### src/rtl/subtractor_serial_hs.sv
// Sequential subtractor: d = a - b - bi, one CHUNK-bit slice per clock,
// with valid/ready handshakes on operand input and result output.
module subtractor_serial_hs #(
  parameter int unsigned WIDTH = 32,
  parameter int unsigned CHUNK = 8
) (
  input  logic             clk,
  input  logic             rst_n,
  input  logic             in_valid,
  output logic             in_ready,
  input  logic [WIDTH-1:0] a,
  input  logic [WIDTH-1:0] b,
  input  logic             bi,
  output logic             out_valid,
  input  logic             out_ready,
  output logic [WIDTH-1:0] d,
  output logic             bo
);

  localparam int unsigned N    = WIDTH / CHUNK;
  localparam int unsigned IDXW = (N > 1) ? $clog2(N) : 1;
  localparam int unsigned TW   = CHUNK + 1;

  if ((WIDTH % CHUNK) != 0) begin : g_bad_chunk
    $error("WIDTH must be a multiple of CHUNK");
  end

  typedef enum logic [1:0] {
    IDLE = 2'd0,
    CALC = 2'd1,
    DONE = 2'd2
  } state_e;

  state_e           state_q, state_d;
  logic [WIDTH-1:0] a_q, a_d;
  logic [WIDTH-1:0] b_q, b_d;
  logic [WIDTH-1:0] d_q, d_d;
  logic [IDXW-1:0]  idx_q, idx_d;
  logic             borrow_q, borrow_d;
  logic             bo_q, bo_d;
  logic [CHUNK:0]   diff_c;

  // State and datapath registers
  always_ff @(posedge clk) begin
    if (!rst_n) begin
      state_q  <= IDLE;
      a_q      <= '0;
      b_q      <= '0;
      d_q      <= '0;
      idx_q    <= '0;
      borrow_q <= 1'b0;
      bo_q     <= 1'b0;
    end else begin
      state_q  <= state_d;
      a_q      <= a_d;
      b_q      <= b_d;
      d_q      <= d_d;
      idx_q    <= idx_d;
      borrow_q <= borrow_d;
      bo_q     <= bo_d;
    end
  end

  // Next-state logic and one slice of subtraction per CALC cycle
  always_comb begin
    state_d  = state_q;
    a_d      = a_q;
    b_d      = b_q;
    d_d      = d_q;
    idx_d    = idx_q;
    borrow_d = borrow_q;
    bo_d     = bo_q;
    diff_c   = {1'b0, a_q[idx_q*CHUNK +: CHUNK]}
             - {1'b0, b_q[idx_q*CHUNK +: CHUNK]}
             - TW'(borrow_q);

    case (state_q)
      IDLE: begin
        if (in_valid) begin
          a_d      = a;
          b_d      = b;
          borrow_d = bi;
          idx_d    = '0;
          state_d  = CALC;
        end
      end
      CALC: begin
        d_d[idx_q*CHUNK +: CHUNK] = diff_c[CHUNK-1:0];
        borrow_d                  = diff_c[CHUNK];
        if (idx_q == IDXW'(N - 1)) begin
          bo_d    = diff_c[CHUNK];
          idx_d   = '0;
          state_d = DONE;
        end else begin
          idx_d = idx_q + IDXW'(1);
        end
      end
      DONE: begin
        if (out_ready) begin
          state_d = IDLE;
        end
      end
      default: state_d = IDLE;
    endcase
  end

  assign in_ready  = (state_q == IDLE);
  assign out_valid = (state_q == DONE);
  assign d         = d_q;
  assign bo        = bo_q;

endmodule

### config.mk
export PLATFORM = sky130hd
export DESIGN_NAME = subtractor_serial_hs
export DESIGN_NICKNAME = d
export VERILOG_FILES = /design/src/rtl/subtractor_serial_hs.sv
export SDC_FILE = /design/constraint.sdc
export NUM_CORES = 1
export LEC_CHECK = 0
export ABC_AREA = 0
export CAP_MARGIN = 20
export CORE_MARGIN = 2
export CORE_UTILIZATION = 50
export CTS_CLUSTER_DIAMETER = 120
export DETAILED_ROUTE_END_ITERATION = 7
export PLACE_DENSITY = 0.75
export SYNTH_ARGS = -nofsm -noshare
export SYNTH_HDL_FRONTEND = slang
export SYNTH_SLANG_ARGS = --single-unit
### constraint.sdc
create_clock -name clk -period 4.1 [get_ports clk]
set_clock_uncertainty 0.15 [all_clocks]
set_input_delay 0.82 -clock clk [delete_from_list [all_inputs] [get_ports clk]]
set_output_delay 0.82 -clock clk [all_outputs]
set_load 0.01 [all_outputs]
run_1/route_heat.png
Drawn at 4 px/µm. The die is cut into 20 by 20 equal tiles; dark blue is low, red is high, scaled to the fullest tile. Values are wire area over tile area, all layers added.
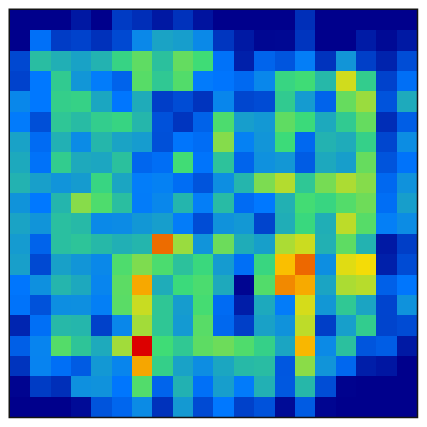
The fullest tile reaches 0.53. The densest ninth of the die: middle right. 8.3% of the tiles are nearly empty. 17% of the tiles are over half the peak. The mean over all tiles is 0.17.
Vias: 3921
drt total wl: 10.99 mm
Total GRT Usage: 22.05%
Avg WL per Cell: 14.67 µm

run_1/port_trees.png
Drawn at 4 px/µm.
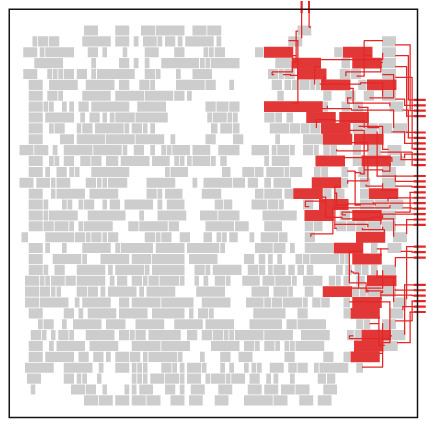
Red stands for `d`, direction output, edge 30 right, 2 top, end cells 32, buffers 32, wire 843 µm.

==> flow_summary.yaml, run 1 <==
# physical design summary
setup_path:
  worstPathMaxFanout: 11
  r2r_slack_ns: 0.73
  r2r_cells: 8
  worstPathCellList: "mux4_2 > fa_1 > fa_1 > nand2b_1 > a2111oi_2 > o311ai_1 > xor2_1 > a21oi_1"
  critPathKind: "flop to flop"
  worstPathArrival_ns: 3.45
  crit_start: "idx_q[1]$_SDFFE_PN0P_"
  cp_common_cell: "fa_1"
global_routing:
  grt-ovfl-total: 0
synth:
  ys_seq_share_pct: 42.80
  synth-simple-area-share_pct: 19.12
  ys_chip_area_um2: 4771
  xor_share_pct: 0.9179
  yosys-top-cells-count: "145 x nand2_1, 102 x dfxtp_1, 49 x a21boi_0"
  yosysUniqueCellTypes: 44
  synth-edff-count: 0
  mux_share_pct: 8.707
  top_cell: "nand2_1"
  syn_inst: 527
  ys.flops: 102
  topCombFamilyByArea: "simple AND/OR/NAND/NOR gates"
  top_area_cell: "dfxtp_1"
  synthFlopType: "dfxtp_1"
  yosys.area.top_type_share_pct: 42.80
  async_flop_share_pct: 0
status:
  outcome: "complete, no violations"
cells_and_area:
  num_antenna_cells: 0
  layout-drive-gt1-share_pct: 7.419
  final_cells: 749
floorplanning:
  die_x_um: 101.7
  io_pins: 104
placement:
  routabilityCongestion: 0.8426
power_and_ir_drop:
  ir_drop_uv: 196.0
  power_density_nw_per_um2: 357.3
cts:
  cts_hold_buf: 0
  clk_pin_slew_worst_paths_ns: 0.10
  clk_latency_ns: 0.36
  cts_tree: "done"
final_timing:
  tightestPinTransition_ns: 0.7173
  setup_slack_ns: 0.7315
  relSlewSlack_pct: 52.01
  hold_viol_final: 0
  fmax_mhz: 296.9
run:
  max-cap-violations: 0
route:
  met2_length_mm: 5.285
run_1/placed.png
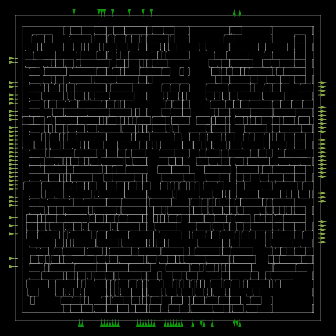
row cnt: 35
tap cells: 129
register share of the cell area: 33.64%
registers: 102

run_1/ff_map.png
Drawn at 6 px/µm.
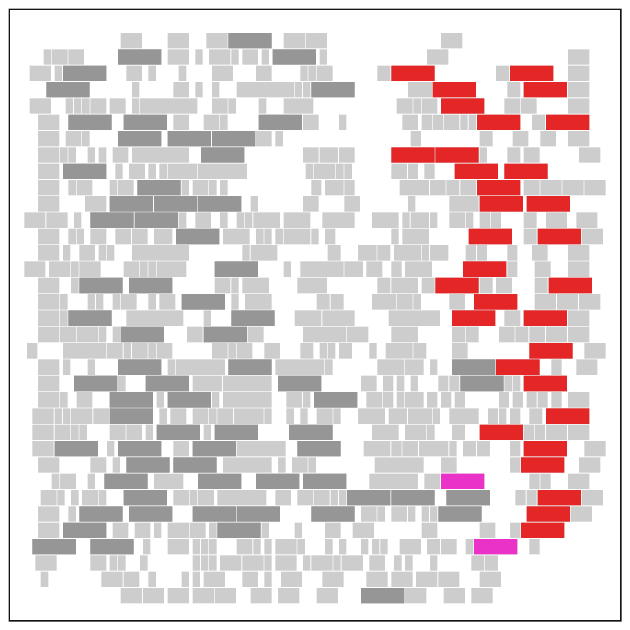
Red stands for `d`, sequential cells 32, where a vertical strip on the right. Magenta stands for `state_q`, sequential cells 2.
Another 68 sequential cells are not colored.
Seq group: 1.07 mW
Final Util: 65.70%
FF+latch area: 2042 µm²

[run 1: metrics by stage]
step / instance area, µm² / total power, mW
2_1_floorplan: 4771 / 1.415
3_3_place_gp: 5871 / 1.588
3_5_place_dp: 5871 / 1.597
4_1_cts: 6051 / 2.183
5_1_grt: 6071 / 2.277
6_report: 6071 / 2.169
[run 1: final cells by class]
class	count	area [µm²]	share of cell area (%)
Multi-Input combinational cell	369	2506	41.28
Sequential cell	102	2042	33.64
Timing Repair Buffer	111	1099	18.10
Tap cell	129	161.4	2.659
Clock buffer	9	123.9	2.040
Inverter	22	82.58	1.360
Clock inverter	7	56.30	0.9275
[run 1: routing by layer]
layer / GRT usage (%) / up-vias
met5: 0 / -
met4: 8.316 / 0
met3: 3.382 / 23
met2: 38.36 / 121
met1: 27.55 / 1812
li1: - / 1965
[run 1: sequential cells by signal (all words and copies together), names as in the netlist]
register / count
a_q: 32
b_q: 32
bo: 1
borrow_q: 1
d: 32
idx_q: 2
state_q: 2
[run 1: cells by family (layout without fill, tap and decap cells)]
| logic type | count (synthesis) | in the layout |
|---|---|---|
| AND-OR/OR-AND | 121 | 121 |
| adder cells (fa/ha/maj) | 20 | 20 |
| multiplexers | 20 | 20 |
| buffers and inverters | 56 | 149 |
| XOR/XNOR | 5 | 5 |
| AND/OR/NAND/NOR | 203 | 203 |
| flip-flops | 102 | 102 |
[run 1: worst register-to-register path, delay by kind of cell, from the launching register on]
kind	cells	cell delay, ns
fa+ha+maj	2	0.87
compound gates	3	0.78
flops	1	0.62
mux	1	0.40
xor+xnor	1	0.23
simple gates	1	0.19
[run 1: placed cells by master (no fill, tap or decap), types with 4 or more instances in the layout]
master,Yosys,layout
clkbuf_8,0,9
nand3_1,14,14
nor2b_1,20,20
a22oi_1,16,16
mux4_1,5,5
a21boi_1,20,20
mux4_2,10,10
ha_1,18,18
buf_4,0,7
dfxtp_1,102,102
o21a_1,6,6
nand2_1,145,144
inv_1,22,22
a21boi_0,49,49
clkdlybuf4s50_1,0,102
o21ai_1,11,11
a21oi_1,5,5
nor2_1,5,5
nand2b_1,4,4
o21ai_0,7,7
[run 1: worst min-delay path by stage]
| stage | from | end | slack [ns] | cells past startpoint |
|---|---|---|---|---|
| final | a_q[11]$_SDFFE_PN0P_ | a_q[11]$_SDFFE_PN0P_ | 0.31 | 2 |
| after floorplan | a_q[11]$_SDFFE_PN0P_ | a_q[11]$_SDFFE_PN0P_ | 0.28 | 2 |
| after CTS | a_q[18]$_SDFFE_PN0P_ | a_q[18]$_SDFFE_PN0P_ | 0.31 | 2 |
| after global routing | d[23]$_SDFFE_PN0P_ | d[23]$_SDFFE_PN0P_ | 0.33 | 2 |
| after detailed placement | a_q[18]$_SDFFE_PN0P_ | a_q[18]$_SDFFE_PN0P_ | 0.30 | 2 |
| after global placement | a_q[19]$_SDFFE_PN0P_ | a_q[19]$_SDFFE_PN0P_ | 0.29 | 2 |
[run 1: report_power, final]
group          leakage [nW]  switching [mW]  internal [mW]
Combinational          1.32           0.268          0.235
Clock                0.0842           0.368          0.228
Sequential            0.833          0.0301           1.04
--- run 2 (diff from run 1) ---
- clock period: 4.1 -> 3.4 ns (I/O delays scaled with it)
==> run 2 against run 1 <==
Net effect:
- register-to-register slack got worse by 0.57 ns
- critical path depth rose by 2
- sequential power rose by 21%
- largest power group unchanged
==> flow_summary.yaml, run 2 <==
# physical design summary
cts:
  clk_latency_ns: 0.36
  cts_buffers: 9
  htreeDepth: 3
  cts-root-buf: "clkbuf_8"
  cts_sinks: 102
  cts_tree: "done"
  clk_pin_slew_worst_paths_ns: 0.10
  cts_hold_buf: 0
synth:
  yosys.area.top_type_share_pct: 42.80
  ys.flops: 102
  top_area_cell: "dfxtp_1"
  syn_inst: 527
  area_leaders: "dfxtp_1 43%, nand2_1 11%, a21boi_0 7.7%, ha_1 4.7%, mux4_2 4.7%"
  ys_sh_aoi_pct: 18.15
  top_cell: "nand2_1"
  synth-simple-area-share_pct: 19.12
  ys_chip_area_um2: 4771
  synth-edff-count: 0
  ys_warn_count: 0
  yosys-top-cells-count: "145 x nand2_1, 102 x dfxtp_1, 49 x a21boi_0"
  synthFlopType: "dfxtp_1"
  mux_share_pct: 8.707
  syn_avg_cell_area_um2: 9.053
  ys_seq_share_pct: 42.80
  async_flop_share_pct: 0
  topCombFamilyByArea: "simple AND/OR/NAND/NOR gates"
  yosysUniqueCellTypes: 44
  xor_share_pct: 0.9179
global_routing:
  grt_pass1_vias: 3955
  busiest_layer: "met2"
  grt_util_met1_pct: 29.14
  use_met3_pct: 2.830
  grt_start_max_net_pins: 64
  grt_use_met2_pct: 40.94
  grt-ovfl-total: 0
  grt_usage_pct: 23.11
final_timing:
  rsz0062_at_grt: "false"
  finalCriticalPeriod_ns: 3.237
  whs_ns: 0.3064
  tightestPinTransition_ns: 0.6926
  fmax_mhz: 308.9
  relSlewSlack_pct: 53.66
  hold_viol_final: 0
setup_path:
  r2r_cells: 10
  path_depth: 10
  worstPathArrival_ns: 3.35
  worstPathMaxFanout: 17
  critPathKind: "flop to flop"
  critical-path-top-delay-family: "simple AND/OR/NAND/NOR gates"
  start_kind: "flop"
  crit_slowest_cell: "mux4_1"
  worstPathCellList: "buf_4 > mux4_1 > inv_1 > ha_1 > inv_1 > ha_1 > or4_1 > or4_4 > nand4_2 > o21ai_1"
route:
  finalWirelength_mm: 11.56
  wl_per_cell_um: 15.31
  vias: 3983
hold_path:
  min_path_cells: 2
  hold_class: "flop to flop"
status:
  outcome: "complete, no violations"
placement:
  routabilityCongestion: 0.9306
  io_buffers: 103
cells_and_area:
  layout_top_cell: "nand2_1"
  num_antenna_cells: 0
  final_cells: 755
  final_cell_mix: "144 x nand2_1, 102 x dfxtp_1, 102 x clkdlybuf4s50_1, 49 x a21boi_0, 22 x inv_1"
  layout-drive-gt1-share_pct: 8.307
floorplanning:
  fp_util_pct: 51.63
  die_x_um: 101.7
  die_area_um2: 10340
  io_pins: 104
  row_count: 35
power_and_ir_drop:
  p_total_mw: 2.723
  ir_drop_uv: 270.4
  p_leak_nw: 2.290
  power_density_nw_per_um2: 442.4
run:
  max-cap-violations: 0
## run 2: cells by family (layout without fill, tap and decap cells)
group                      Yosys count  count (layout)
AOI/OAI and AO/OA                  121             121
buffers and inverters               56             155
and+or+nand+nor                    203             203
DFF                                102             102
xor gates and xnor gates             5               5
muxes                               20              20
adders and majority gates           20              20
## run 2: cell type report
class                           instances  area (µm²)  area share (%)
Clock buffer                            9       123.9           2.013
Clock inverter                          7       82.58           1.342
Inverter                               22       82.58           1.342
Multi-Input combinational cell        369        2519           40.92
Sequential cell                       102        2042           33.18
Tap cell                              129       161.4           2.622
Timing Repair Buffer                  117        1144           18.58
## run 2: power by group
group	switching (mW)	internal (mW)
clock network	0.448	0.352
logic	0.336	0.297
registers	0.0350	1.25
## run 2: worst reg2reg max path: stages, from the launching register on
cell and delay [ns]:
dfxtp_1 0.39, buf_4 0.29, mux4_1 0.60, inv_1 0.07
ha_1 0.13, inv_1 0.05, ha_1 0.19, or4_1 0.58
or4_4 0.44, nand4_2 0.15, o21ai_1 0.08
## run 2: through the flow
stage	area [µm²]	util (%)	setup slack, ns
2_1_floorplan	4791	-	0.03023
3_3_place_gp	5948	64.37	0.2724
3_5_place_dp	5948	64.37	0.1702
4_1_cts	6155	66.61	0.1486
5_1_grt	6155	66.61	0.04205
6_report	6155	66.61	0.1629
## run 2: path summary, 6_finish.rpt
check                                      startpoint                    to  slack (ns)
worst max register to register  idx_q[0]$_SDFFE_PN0P_     d[7]$_SDFFE_PN0P_        0.16
worst max-delay path            idx_q[0]$_SDFFE_PN0P_     d[7]$_SDFFE_PN0P_        0.16
worst min-delay path             a_q[31]$_SDFFE_PN0P_  a_q[31]$_SDFFE_PN0P_        0.31
worst min register to register   a_q[31]$_SDFFE_PN0P_  a_q[31]$_SDFFE_PN0P_        0.31
## run 2: metal layers
| metal | wire (µm) | up-vias |
|---|---|---|
| met1 | 5272 | 1887 |
| li1 | - | 1972 |
| met4 | 158 | 0 |
| met3 | 443 | 11 |
| met5 | 0 | - |
| met2 | 5684 | 113 |
run_2/placed.png
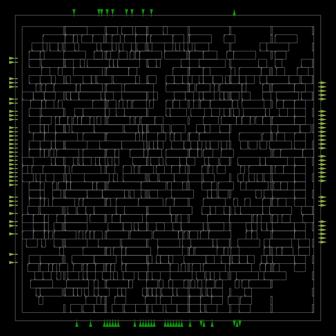
fillcell total: 785
Core Area: 9240 µm²

run_2/ff_map.png
Drawn at 6 px/µm.
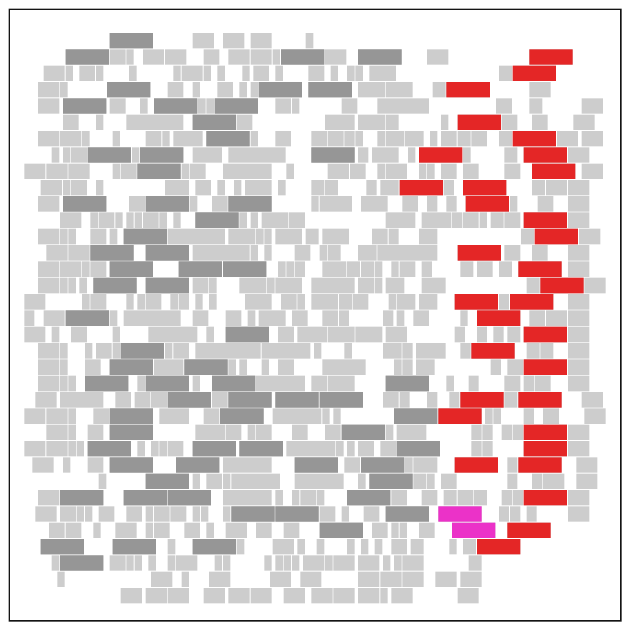
Red stands for `d`, sequential cells 32. Magenta stands for `state_q`, sequential cells 2.
Final Util: 66.61%
register share of the cell area: 33.18%
Seq group: 1.29 mW

run_2/layers.png
Drawn at 4 px/µm. Two of the layers only.
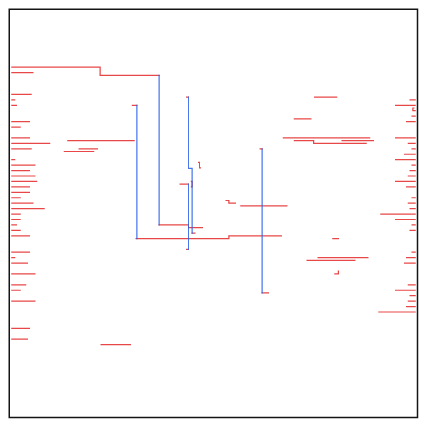

--- run 3 (diff from run 2) ---
- GPL_TIMING_DRIVEN: default -> 0
- PLACE_DENSITY: 0.75 -> default
- PLACE_DENSITY_LB_ADDON: default -> 0.3
run_3/layers.png
Drawn at 4 px/µm. Two of the layers only.
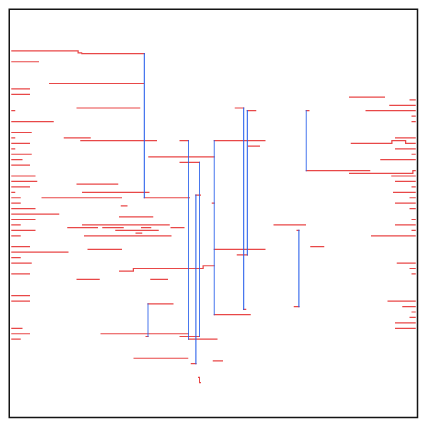
Red stands for M3, wire length 742 µm. Blue stands for M4, wire length 343 µm.

run_3/placed.png
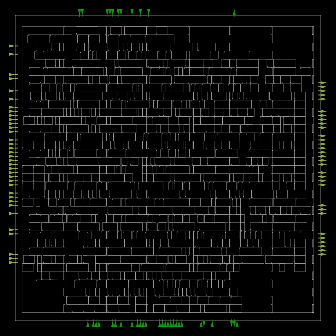
register share of the cell area: 32.65%
fillcell total: 757
Finished Layout Cells: 778
Final Util: 67.94%

==> run 3 against run 2 <==
Net effect:
- total power grew 1.2%
- register-to-register slack lost 0.11 ns
- global-route usage grew 1.3 points
- maximum frequency shrank 3.3%
- largest cell class unchanged
- clock power shrank 3.4%
==> flow_summary.yaml, run 3 <==
# physical design summary
synth:
  ys_chip_area_um2: 4771
  yosys.area.top_type_share_pct: 42.80
  ys_warn_count: 0
  yosys-top-cells-count: "145 x nand2_1, 102 x dfxtp_1, 49 x a21boi_0"
  top_cell: "nand2_1"
  yosysUniqueCellTypes: 44
  synth-edff-count: 0
  synthFlopType: "dfxtp_1"
  syn_avg_cell_area_um2: 9.053
  async_flop_share_pct: 0
  ys_seq_share_pct: 42.80
  syn_inst: 527
  top_area_cell: "dfxtp_1"
  ys.flops: 102
  area_leaders: "dfxtp_1 43%, nand2_1 11%, a21boi_0 7.7%, ha_1 4.7%, mux4_2 4.7%"
  ys_cells: 527
setup_path:
  endpoint_kind: "flop"
  max_stage_delay_ns: 0.56
  cp_num_buf_inv: 3
  critical-path-top-delay-family: "simple AND/OR/NAND/NOR gates"
  worstPathArrival_ns: 3.44
  worstPathMaxFanout: 11
  critPathKind: "flop to flop"
  crit_slowest_cell: "mux4_2"
  start_kind: "flop"
  worstPathCellList: "buf_12 > buf_12 > mux4_2 > ha_1 > inv_1 > ha_1 > or4_4 > or4_4 > nand4_2 > o21ai_1"
status:
  outcome: "complete, no violations"
final_timing:
  final_max_slew_viol_count: 0
  fin_setup_tns_ns: 0
  tightestPinTransition_ns: 0.6176
  relSlewSlack_pct: 58.82
  finalCriticalPeriod_ns: 3.349
  hold_viol_final: 0
  setup_violations: 0
  fmax_mhz: 298.6
  period_used_pct: 98.49
cells_and_area:
  final_cell_mix: "145 x nand2_1, 102 x clkdlybuf4s50_1, 100 x dfxtp_1, 49 x a21boi_0"
  layout_top_cell: "nand2_1"
  num_antenna_cells: 0
  layout-drive-gt1-share_pct: 8.783
global_routing:
  grt_pass1_vias: 4141
  grt_start_max_net_pins: 18
  busiest_layer: "met2"
  use_met3_pct: 4.417
  grt-ovfl-total: 0
  grt_util_met1_pct: 29.19
  grt_usage_pct: 24.44
  grt_use_met2_pct: 42.97
run:
  max-cap-violations: 0
floorplanning:
  die_x_um: 101.7
  core_area_um2: 9240
  row_count: 35
  die_area_um2: 10340
  io_pins: 104
  fp_util_pct: 51.63
route:
  finalWirelength_mm: 12.18
  drc: 0
  first_iter_violations: 181
  vias: 4133
  wl_per_cell_um: 15.66
power_and_ir_drop:
  power_density_nw_per_um2: 438.8
  ir_drop_uv: 231.1
  p_leak_nw: 2.320
hold_path:
  hold_class: "flop to flop"
placement:
  placed_cells: 758
  io_buffers: 102
  routabilityCongestion: 0.9014
cts:
  clk_path_buf_depth: 2
  cts_buffers: 9
  cts-root-buf: "clkbuf_8"
  cts_hold_buf: 0
  clk_pin_slew_worst_paths_ns: 0.11
  cts_tree: "done"
  cts_sinks: 102
  clk_latency_ns: 0.36
  htreeDepth: 3
==> run 3: cell count changes in the layout (fill, tap and decap cells not counted), moves of 3 or more <==
cell | previous run | this run
buf_1 | 0 | 3
buf_4 | 13 | 4
clkbuf_1 | 0 | 22
buf_2 | 1 | 6
==> run 3: cell families after synthesis <==
kind of cell	synth area share [%]
AND/OR/NAND/NOR	19.12
AND-OR/OR-AND	18.15
XOR/XNOR	0.9181
buffers and inverters	4.747
multiplexers	8.707
flip-flops	42.80
adder cells (fa/ha/maj)	5.560
==> run 3: path summary, 6_finish.rpt <==
kind | slack (ns) | cells after the start | endpoint | start
worst min-delay path | 0.31 | 2 | a_q[13]$_SDFFE_PN0P_ | a_q[13]$_SDFFE_PN0P_
worst max-delay path | 0.05 | 10 | d[7]$_SDFFE_PN0P_ | idx_q[0]$_SDFFE_PN0P_
worst min register to register | 0.31 | 2 | a_q[13]$_SDFFE_PN0P_ | a_q[13]$_SDFFE_PN0P_
worst max register to register | 0.05 | 10 | d[7]$_SDFFE_PN0P_ | idx_q[0]$_SDFFE_PN0P_
==> run 3: routing by layer <==
layer,part of all wire (%),up-vias
li1,-,2022
met1,42,1938
met2,49,148
met3,6.1,25
met4,2.8,0
met5,0,-
==> run 3: repair_timing <==
| item | in CTS | in global routing |
|---|---|---|
| gates resized | 10 | 9 |
| setup endpoints to repair | 22 | 8 |
| buffers inserted | 4 | 1 |
| endpoints found under the hold margin | 0 | 0 |
| pin swaps | 2 | 2 |
==> run 3: layout make-up <==
type | instances | area [µm²]
flip-flops and latches | 102 | 2049
repair buffers | 107 | 1071
inverters | 22 | 82.58
plain buffers | 33 | 168.9
clock inverters | 6 | 67.56
fillers | 757 | 2963
multi-input cells | 369 | 2549
clock buffers | 10 | 127.6
well taps | 129 | 161.4
==> run 3: through the flow <==
stage                     worst slack (ns)  total power [mW]  area [µm²]  hold slack (ns)
after floorplan                    0.03023             1.716        4791           0.2803
after global placement             -0.5090             1.931        5973           0.2859
after detailed placement           -0.5817             1.954        5973           0.2923
after CTS                         0.004779             2.726        6232           0.3075
after global routing             -0.005291             2.872        6277           0.3261
final                              0.05125             2.755        6277           0.3055
==> run 3: report_power, final <==
group          internal [mW]  switching [mW]
clock                  0.345           0.428
sequential              1.25          0.0356
combinational          0.328           0.364
==> run 3: worst reg2reg max path: stages, from the launching register on <==
cell and delay (ns):
dfxtp_4 0.41, buf_12 0.12, buf_12 0.14, mux4_2 0.56, ha_1 0.30, inv_1 0.04
ha_1 0.25, or4_4 0.54, or4_4 0.43, nand4_2 0.18, o21ai_1 0.10
Power figures rest on the tool's default switching activity, not on a simulated workload.
